==> config.mk <==
export PLATFORM = sky130hd
export DESIGN_NAME = fp_if_arb
export DESIGN_NICKNAME = d
export VERILOG_FILES = /design/src/rtl/fp_if_arb.sv
export SDC_FILE = /design/constraint.sdc
export NUM_CORES = 1
export LEC_CHECK = 0
export CELL_PAD_IN_SITES_DETAIL_PLACEMENT = 0
export CELL_PAD_IN_SITES_GLOBAL_PLACEMENT = 2
export CORE_MARGIN = 8
export CORE_UTILIZATION = 25
export DETAILED_ROUTE_END_ITERATION = 10
export PLACE_DENSITY_LB_ADDON = 0.1
export SLEW_MARGIN = 20
export SYNTH_ARGS = -nofsm -noshare
export SYNTH_HDL_FRONTEND = slang
export SYNTH_SLANG_ARGS = --single-unit
==> constraint.sdc <==
create_clock -name clk_sys -period 1.8 [get_ports clk_sys]
set_input_delay 0.27 -clock clk_sys [delete_from_list [all_inputs] [get_ports clk_sys]]
set_output_delay 0.27 -clock clk_sys [all_outputs]
set_load 0.01 [all_outputs]
==> src/rtl/fp_if_arb.sv <==
// Shared system-interface channel arbiter between the CPU sequencer and the AWP control unit.
// It runs one interface cycle at a time (grant, request, answer, done) and raises a sticky no-answer alarm.
module fp_if_arb #(
  parameter int                CNT_W   = 7,
  parameter logic [CNT_W-1:0]  TIMEOUT = 7'd100
) (
  input  logic clk_sys,
  input  logic rst,
  input  logic req_cpu,
  input  logic rd_cpu,
  input  logic req_awp,
  input  logic rd_awp,
  input  logic lock_awp,
  input  logic if_ok,
  input  logic if_en,
  output logic gnt_cpu,
  output logic gnt_awp,
  output logic if_req,
  output logic if_rd,
  output logic done_cpu,
  output logic done_awp,
  output logic nack,
  output logic alarm,
  output logic busy
);

  typedef enum logic [2:0] {S_IDLE, S_GRANT, S_WAIT, S_DONE, S_RELEASE} state_t;

  localparam logic [CNT_W-1:0] CNT_LAST = TIMEOUT - 1'b1;

  state_t           state_q, state_d;
  logic             own_awp_q;  // current owner, doubles as the round-robin "last" record
  logic             rd_q;
  logic [CNT_W-1:0] cnt_q;
  logic             nack_q;
  logic             alarm_q;

  logic take, win_awp, owner_req, timeout;

  assign owner_req = own_awp_q ? req_awp : req_cpu;
  assign timeout   = (cnt_q == CNT_LAST);

  always_comb begin
    state_d = state_q;
    take    = 1'b0;
    win_awp = own_awp_q;
    case (state_q)
      S_IDLE: begin
        // A locked AWP burst holds the channel: the CPU waits even while the AWP is between words.
        if (own_awp_q && lock_awp) begin
          if (req_awp) begin
            take    = 1'b1;
            win_awp = 1'b1;
          end
        end else if (req_cpu && req_awp) begin
          take    = 1'b1;
          win_awp = ~own_awp_q;
        end else if (req_cpu || req_awp) begin
          take    = 1'b1;
          win_awp = req_awp;
        end
        if (take) state_d = S_GRANT;
      end
      S_GRANT:   state_d = S_WAIT;
      S_WAIT:    if (if_ok || if_en || timeout) state_d = S_DONE;
      S_DONE:    state_d = S_RELEASE;
      S_RELEASE: if (!owner_req) state_d = S_IDLE;
      default:   state_d = S_IDLE;
    endcase
  end

  always_ff @(posedge clk_sys) begin
    if (rst) begin
      state_q   <= S_IDLE;
      own_awp_q <= 1'b0;
      rd_q      <= 1'b0;
      cnt_q     <= '0;
      nack_q    <= 1'b0;
      alarm_q   <= 1'b0;
    end else begin
      state_q <= state_d;
      if (state_q == S_IDLE && take) begin
        own_awp_q <= win_awp;
        rd_q      <= win_awp ? rd_awp : rd_cpu;
      end
      if (state_q == S_GRANT)
        cnt_q <= '0;
      else if (state_q == S_WAIT && cnt_q != '1)
        cnt_q <= cnt_q + 1'b1;
      // Only the value captured on the WAIT->DONE edge is ever shown; if_en dominates if_ok.
      if (state_q == S_WAIT) begin
        nack_q <= if_en | ~if_ok;
        if (!if_ok && !if_en && timeout) alarm_q <= 1'b1;
      end
    end
  end

  assign busy     = (state_q != S_IDLE);
  assign gnt_awp  = busy &  own_awp_q;
  assign gnt_cpu  = busy & ~own_awp_q;
  assign if_req   = (state_q == S_WAIT);
  assign if_rd    = rd_q;
  assign done_awp = (state_q == S_DONE) &  own_awp_q;
  assign done_cpu = (state_q == S_DONE) & ~own_awp_q;
  assign nack     = (state_q == S_DONE) & nack_q;
  assign alarm    = alarm_q;

endmodule

Fig. 1: selected gate families
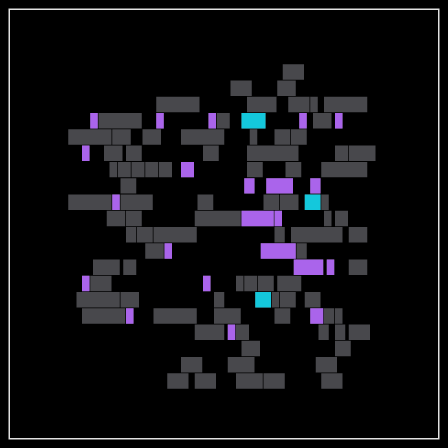
legend:
  purple:
    family: nor cells
    cells: 22
  cyan:
    family: non-inverting ao/oa cells
    cells: 3

Fig. 2: routed metal per tile
14 x 14 tiles, from white (low) to dark blue (high), scaled to the fullest tile. Values are wire area over tile area, all layers added.
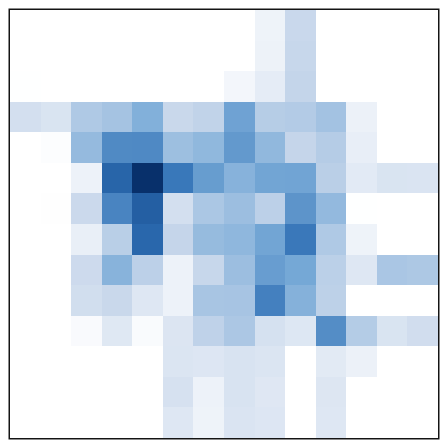
densest ninth of the die: middle
tiles over half the peak: 10%
emptiest ninth of the die: bottom left
nearly empty tiles: 44%
fullest tile: 0.34

==> results.sh <==
# physical design summary
export IMPL_clockRootBuffer="clkbuf_4"
export IMPL_track_usage=0.0813
export IMPL_clkbuf_count=4
export IMPL_cts_setup_buffers=3
export IMPL_critPathMaxFanout=7
export IMPL_drv_cap=0
export IMPL_top_layer="met4"
export IMPL_dp_cells=137
export IMPL_worst_r2r_endpoint="cnt_q[1]"
export IMPL_switchingPower_w=0.000261
export IMPL_crit_path_start_kind="flip-flop"
export IMPL_seq_share=0.271
export IMPL_comb_cell_power_w=0.000259
export IMPL_reg2regPathDepth=5
export IMPL_endpoint_kind="output pin"
export IMPL_critPathSlowestCell="dfxtp_4"
export IMPL_crit_family="simple AND/OR/NAND/NOR gates"
export IMPL_setup_violations=0
export IMPL_grt_max_degree=11
export IMPL_ys_sh_xor=0.0681
export IMPL_worst_slew_pin_slew_ps=421
export IMPL_synth_chip_area_um2=772
export IMPL_yosys_cells=88
export IMPL_drtAntennaViolNets=0
export IMPL_wl_per_cell_um=13.3
export IMPL_largest_register="cnt_q"
export IMPL_hold_viol_final=0
export IMPL_tritoncts="yes"
export IMPL_ir_drop_uv=330
export IMPL_drc_errors=0
export IMPL_setup_ws_ps=92.3
export IMPL_routed_via_count=697
export IMPL_fp_util=0.257
export IMPL_crit_path_end="gnt_awp"
export IMPL_netlist_logic_family_top="simple AND/OR/NAND/NOR gates"
export IMPL_r2r_start="cnt_q[0]"
export IMPL_dominant_cells="logic gates"
export IMPL_power_share_switching=0.301
export IMPL_cts_clk_slew_worst_paths_ps=90
export IMPL_power_density_mw_per_mm2=809
export IMPL_largest_reg_flops=7
export IMPL_use_met1=0.0864
export IMPL_top_area_cell="dfxtp_1"
export IMPL_layout_top_cell="nor2_1"
export IMPL_tool_warnings=26
export IMPL_synth_cell_type_count=38
export IMPL_seqPwrFrac=0.425
export IMPL_p_clk_w=0.000238
export IMPL_grt_pass1_wl_mm=3.31
export IMPL_comb_area_share=0.425
export IMPL_status="finished clean"
export IMPL_dieArea_mm2=0.00512
export IMPL_cpPeakStageDelay_ps=400
export IMPL_n_all_buffers=25
export IMPL_htreeDepth=1
export IMPL_cts_buffers=3
export IMPL_logic_area_um2=454
export IMPL_num_rows=20
export IMPL_hold_buffers=0
export IMPL_dr_pass1_iters=4
export IMPL_comb_cells=65
export IMPL_setup_tns_final_ps=0
export IMPL_fp_nets=98
export IMPL_clk_share=0.0339
export IMPL_vias_per_cell=4.81
export IMPL_dieWidth_um=71.6
export IMPL_synth_area_um2=772
export IMPL_numClockSinks=14
export IMPL_crit_chain="nor3_4 -> inv_2 -> and2_1 -> dlygate4sd2_1"
